==> src/rtl/kb_matrix_gen.sv <==
// rtl/kb_matrix_gen.sv - keyboard-matrix emulator fed by key events through a FIFO
//
// Purpose: keeps a ROWS x COLS active-low key matrix updated from (row, col,
// press/release) events queued in an event FIFO, returns the scanned row on
// columns, and ANDs joystick connectors onto their rows.
// Build option: define KBM_MIN_HOLD_EN to enforce MIN_HOLD clk cycles between
// an applied press and the next applied release (releases stall at the FIFO
// head); when undefined the FIFO pops every cycle it is non-empty.
//
// Ports:
//   clk, rst        clock, synchronous active-high reset
//   ev_valid/ready  key event handshake; ev_row, ev_col, ev_released = event
//   clear_all       pulse: release every key and flush the FIFO
//   rowselect       row being scanned; columns = that row, active low
//   joy             per connector {fire1,fire2,right,left,down,up}, active low
//   ev_drop         pulse: popped event was out of range and discarded
//   fifo_ovf        sticky: event offered while ev_ready was low
module kb_matrix_gen #(
  parameter int ROWS       = 10,
  parameter int COLS       = 8,
  parameter int ROWSEL_W   = 4,
  parameter int FIFO_DEPTH = 8,
  parameter int MIN_HOLD   = 65536,
  parameter int NUM_JOY    = 1,
  parameter int JOY_ROW0   = 9,
  parameter int JOY_ROW1   = 6
) (
  input  logic                                     clk,
  input  logic                                     rst,
  input  logic                                     ev_valid,
  output logic                                     ev_ready,
  input  logic [3:0]                               ev_row,
  input  logic [2:0]                               ev_col,
  input  logic                                     ev_released,
  input  logic                                     clear_all,
  input  logic [ROWSEL_W-1:0]                      rowselect,
  input  logic [((NUM_JOY > 0) ? 6*NUM_JOY : 1)-1:0] joy,
  output logic [COLS-1:0]                          columns,
  output logic                                     ev_drop,
  output logic                                     fifo_ovf
);

  localparam int AW = $clog2(FIFO_DEPTH);

  // Matrix storage: 1 = key up.
  logic [COLS-1:0] matrix_q [ROWS];
  logic [COLS-1:0] matrix_d [ROWS];

  // FIFO entries are {released, row[3:0], col[2:0]}.
  logic [7:0]    mem_q [FIFO_DEPTH];
  logic [7:0]    mem_d [FIFO_DEPTH];
  logic [AW-1:0] rd_ptr_q, rd_ptr_d, wr_ptr_q, wr_ptr_d;
  logic [AW:0]   count_q, count_d;
  logic          ev_drop_q, ev_drop_d;
  logic          fifo_ovf_q, fifo_ovf_d;

  logic       full, empty, push, pop, stall, hit;
  logic [7:0] head;

`ifdef KBM_MIN_HOLD_EN
  localparam int HW = $clog2(MIN_HOLD + 1);
  localparam logic [HW-1:0] HOLD_MAX = HW'(MIN_HOLD);
  logic [HW-1:0] hold_q, hold_d;
`endif

  always_comb begin
    full     = (count_q == (AW+1)'(FIFO_DEPTH));
    empty    = (count_q == '0);
    ev_ready = !full && !clear_all && !rst;
    push     = ev_valid && ev_ready;
    head     = mem_q[rd_ptr_q];
`ifdef KBM_MIN_HOLD_EN
    // Only a release waits; presses always go straight through.
    stall    = head[7] && (hold_q != HOLD_MAX);
`else
    stall    = 1'b0;
`endif
    pop      = !empty && !stall && !clear_all;

    // Applying the head: a position match doubles as the range check.
    matrix_d = matrix_q;
    hit      = 1'b0;
    for (int r = 0; r < ROWS; r++) begin
      for (int c = 0; c < COLS; c++) begin
        if (pop && head[6:3] == 4'(r) && head[2:0] == 3'(c)) begin
          matrix_d[r][c] = head[7];
          hit            = 1'b1;
        end
      end
    end
    ev_drop_d = pop && !hit;

`ifdef KBM_MIN_HOLD_EN
    if (pop && hit && !head[7])
      hold_d = '0;
    else if (hold_q != HOLD_MAX)
      hold_d = hold_q + 1'b1;
    else
      hold_d = hold_q;
`endif

    mem_d = mem_q;
    if (push)
      mem_d[wr_ptr_q] = {ev_released, ev_row, ev_col};
    wr_ptr_d   = wr_ptr_q + AW'(push);
    rd_ptr_d   = rd_ptr_q + AW'(pop);
    count_d    = count_q + (AW+1)'(push) - (AW+1)'(pop);
    fifo_ovf_d = fifo_ovf_q | (ev_valid && !ev_ready);

    // clear_all overrides any push/pop decided above.
    if (clear_all) begin
      for (int r = 0; r < ROWS; r++)
        matrix_d[r] = '1;
      wr_ptr_d   = '0;
      rd_ptr_d   = '0;
      count_d    = '0;
      ev_drop_d  = 1'b0;
      fifo_ovf_d = 1'b0;
`ifdef KBM_MIN_HOLD_EN
      hold_d     = HOLD_MAX;
`endif
    end
  end

  always_ff @(posedge clk) begin
    if (rst) begin
      for (int r = 0; r < ROWS; r++)
        matrix_q[r] <= '1;
      rd_ptr_q   <= '0;
      wr_ptr_q   <= '0;
      count_q    <= '0;
      ev_drop_q  <= 1'b0;
      fifo_ovf_q <= 1'b0;
`ifdef KBM_MIN_HOLD_EN
      hold_q     <= HOLD_MAX;
`endif
    end else begin
      matrix_q   <= matrix_d;
      rd_ptr_q   <= rd_ptr_d;
      wr_ptr_q   <= wr_ptr_d;
      count_q    <= count_d;
      ev_drop_q  <= ev_drop_d;
      fifo_ovf_q <= fifo_ovf_d;
`ifdef KBM_MIN_HOLD_EN
      hold_q     <= hold_d;
`endif
    end
  end

  // FIFO payload needs no reset; occupancy is tracked by the pointers.
  always_ff @(posedge clk) begin
    mem_q <= mem_d;
  end

  assign ev_drop  = ev_drop_q;
  assign fifo_ovf = fifo_ovf_q;

  // Joystick masks, widened with 1s above the six switch bits.
  logic [COLS-1:0] jmask0, jmask1;
  logic            jsel0, jsel1;

  generate
    if (NUM_JOY >= 1) begin : g_joy0
      logic [7:0] m0;
      assign m0     = {2'b11, joy[5:0]};
      assign jmask0 = m0[COLS-1:0];
      assign jsel0  = (rowselect == ROWSEL_W'(JOY_ROW0));
    end else begin : g_nojoy0
      assign jmask0 = '1;
      assign jsel0  = 1'b0;
    end
    if (NUM_JOY >= 2) begin : g_joy1
      logic [7:0] m1;
      assign m1     = {2'b11, joy[11:6]};
      assign jmask1 = m1[COLS-1:0];
      assign jsel1  = (rowselect == ROWSEL_W'(JOY_ROW1));
    end else begin : g_nojoy1
      assign jmask1 = '1;
      assign jsel1  = 1'b0;
    end
  endgenerate

  logic in_rng;

  always_comb begin
    columns = '1;
    in_rng  = 1'b0;
    for (int r = 0; r < ROWS; r++) begin
      if (rowselect == ROWSEL_W'(r)) begin
        columns = matrix_q[r];
        in_rng  = 1'b1;
      end
    end
    // Unscanned rows stay all 1s even if a joystick row is set beyond ROWS.
    if (in_rng && jsel0)
      columns = columns & jmask0;
    if (in_rng && jsel1)
      columns = columns & jmask1;
  end

endmodule

==> config.mk <==
export PLATFORM = sky130hd
export DESIGN_NAME = kb_matrix_gen
export DESIGN_NICKNAME = d
export VERILOG_FILES = /design/src/rtl/kb_matrix_gen.sv
export SDC_FILE = /design/constraint.sdc
export NUM_CORES = 1
export LEC_CHECK = 0
export CAP_MARGIN = 20
export CELL_PAD_IN_SITES_DETAIL_PLACEMENT = 1
export CELL_PAD_IN_SITES_GLOBAL_PLACEMENT = 1
export CORE_MARGIN = 2
export CORE_UTILIZATION = 49
export CTS_CLUSTER_SIZE = 28
export DETAILED_ROUTE_END_ITERATION = 8
export PLACE_DENSITY_LB_ADDON = 0.1
export SLEW_MARGIN = 10
export SYNTH_ARGS = -nofsm -noshare
export SYNTH_HDL_FRONTEND = slang
export SYNTH_SLANG_ARGS = --single-unit
==> constraint.sdc <==
create_clock -name clk -period 3.15 [get_ports clk]
set_input_delay 0.7875 -clock clk [delete_from_list [all_inputs] [get_ports clk]]
set_output_delay 0.7875 -clock clk [all_outputs]
set_load 0.01 [all_outputs]
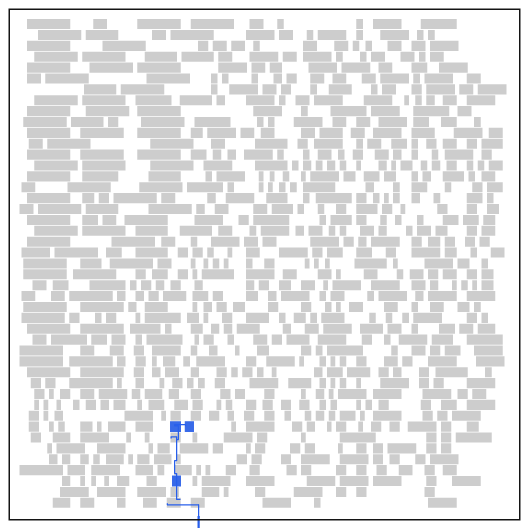
(images/io_fan.png)
Drawn at 4 px/µm.
blue -> clear_all  # bits 1, direction input, end cells 3, buffers 2, wire 38.8 µm
Top Ports: 33
PortBufs: 32

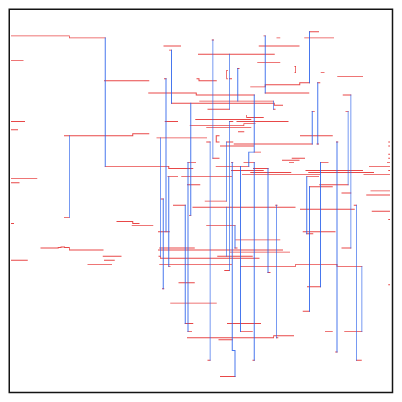
(images/wires.png)
Drawn at 3 px/µm. Only two layers are drawn.
blue -> metal 4  # wire length 1290 µm
red -> metal 3  # wire length 1190 µm
Global Route Usage Sum: 32.0%
vias: 6230
DR WL/cell: 26.9 µm

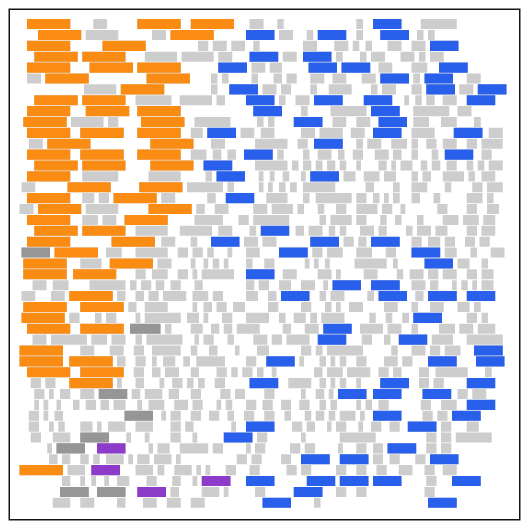
(images/flops_by_reg.png)
Drawn at 4 px/µm. Other sequential cells in the stronger grey, the rest of the logic in the fainter grey.
orange -> mem_q  # flops 64
purple -> count_q  # flops 4, where bottom left
blue -> matrix_q  # flops 80
Reg area: 3760 µm²
Seq group: 2.14 mW
sequential cell area share: 41.9%
utilization after layout: 59.8%

==> run summary <==
fp util: 49.5%
endpoints failing setup: 0
min Tclk post-route: 3.12 ns
Final WS setup: 0.0257 ns
Post-synth EDFFs: 64
max_cap viols: 0
met3 Use GR: 5.03%
post-synthesis async set-or-reset flop share: 0%
Hold Startpoint: fifo_ovf$_SDFF_PP0_
largest reg by FF count: matrix_q
critical path peak fanout: 5
Die X: 127 µm
Syn-to-layout area delta: 20.6%
status: finished clean
required time of the worst setup path: 2.36 ns
Power Density: 553 nW/µm²
Cells after Synth: 656
Worst Max-Slew Pin Slew: 0.806 ns
Slew headroom: 45.7%
met2 routed wirelength: 12500 µm
met3 wire len: 1190 µm
Hold Crit Depth: 2
Reg2Reg Depth: 7
Top Registers: matrix_q: 80 flops, mem_q: 64 flops, count_q: 4 flops
crit path kind: input pin to output pin
drt total wl: 25100 µm
FMAX: 0.320 GHz
num rows: 45
Syn Nets: 689
die height: 127 µm
crit path launch: rowselect[1]
clock network power share: 42.6%
critical path endpoint category: output pin
Post-synth seq share: 50.5%
CP Launch Type: input pin
most instantiated logic cells after routing: dfxtp_1 (91), nand3_1 (64), edfxtp_1 (64)
yosys warning tally: 0
setup_tns: 0 ns
GR Util met1: 39.2%
# diodes: 0
fin nets: 763
Via density: 6.69
DP HPWL: 17300 µm
internal power: 3.46 mW
CTS tree: built
Reg power frac: 43.0%
mapped cell area: 7450 µm²
Hold Crit Class: flop to flop
Setup crit end: columns[5]
skew final: 0.0181 ns
combinational share of power: 14.4%
NetSw: 1.51 mW
grt peak-use layer: met2
max reg flops: 80
Place WS: -0.714 ns
Arr. time, crit path: 2.34 ns
tool warnings: 27
Yosys Chip Area: 7450 µm²
reg2reg setup slack: 0.21 ns
max layer used: met4
post-route ant nets: 0
Clock Tree Buf Depth: 2
post-route cell area: 8980 µm²
antenna violations before repair: 0
Clock Latency Late Sink: 0.45 ns
htree depth: 4
CTS Buf Count: 17
DRT iter0 DRCs: 519
die area: 16200 µm²
met1 WL: 10100 µm
Reg2Reg Launch Point: rd_ptr_q[1]$_SDFF_PP0_
#FFs+latches synth: 156
syn_area_per_cell: 11.4 µm²
RR Endpoint: matrix_q[49]$_SDFFE_PP1P_
Max Slew Vio Count: 0
net switching fraction of the power: 30.3%
period utilization: 99.2%
grt total ovfl: 0
total power: 4.97 mW
comb pwr: 0.718 mW
Top pwr grp: registers
most instantiated logic cell after routing: dfxtp_1
layout cells sized above 1: 22.5%
vias in the first global route: 6581
largest net degree at the start of global routing: 64
Cell Type Count: 54
GR Util met2: 53.9%
core area: 15000 µm²
Yosys Instances: 656
global-route wire length before repair: 38800 µm
Clk power: 2.12 mW
-- cell usage after synthesis (all sizes together), types with 8 or more instances --
cell,instances,area [µm²]
clkbuf,26,97.6
buf,18,120
nand4,10,62.6
nand3,64,320
o21ai,24,120
o211ai,24,180
mux2,11,128
dfxtp,92,1840
o31ai,24,180
edfxtp,64,1920
a221o,55,551
mux2i,18,193
nor2,37,139
nor2b,8,50.1
nand2,26,97.6
a21oi,24,203
and2,12,75.1
mux4,16,360
inv,10,37.5
ha,10,125
-- worst max-delay path: stages --
cell and delay [ns]:
clkdlybuf4s15_2 0.23, or3b_4 0.43, or2_2 0.34, nor2_1 0.15, a311oi_2 0.08, dlygate4sd2_1 0.31
-- cell type report --
| cell class | instances | area (µm²) |
|---|---|---|
| multi-input cells | 446 | 3500 |
| clock inverters | 15 | 180 |
| flip-flops and latches | 156 | 3760 |
| repair buffers | 99 | 841 |
| fillers | 1512 | 6050 |
| inverters | 10 | 37.5 |
| clock buffers | 17 | 425 |
| well taps | 188 | 235 |
-- stage by stage --
step                      std cells  utilization (%)  hold slack [ns]
final                           931             59.8            0.480
after global placement          893             55.0            0.451
after detailed placement        893             55.0            0.468
after global routing            931             59.8            0.505
after floorplan                 656                -            0.448
after CTS                       930             59.5            0.484
-- cells by family (layout without fill, tap and decap cells) --
group,count (synthesis),count (layout),share of synthesized area (%)
AOI/OAI and AO/OA,188,188,20.7
xor gates and xnor gates,4,4,0.471
adders and majority gates,11,11,1.95
buffers and inverters,54,141,3.43
DFF,156,156,50.5
muxes,45,45,9.14
and+or+nand+nor,198,198,13.8
-- timing repair --
| action | CTS | global route |
|---|---|---|
| pin swaps | 2 | 2 |
| gates cloned | 1 | 0 |
| setup buffers | 4 | 1 |
| resized | 37 | 22 |
| setup endpoints to repair | 9 | 11 |
No activity file was given, so power comes from the tool's default toggle rates.
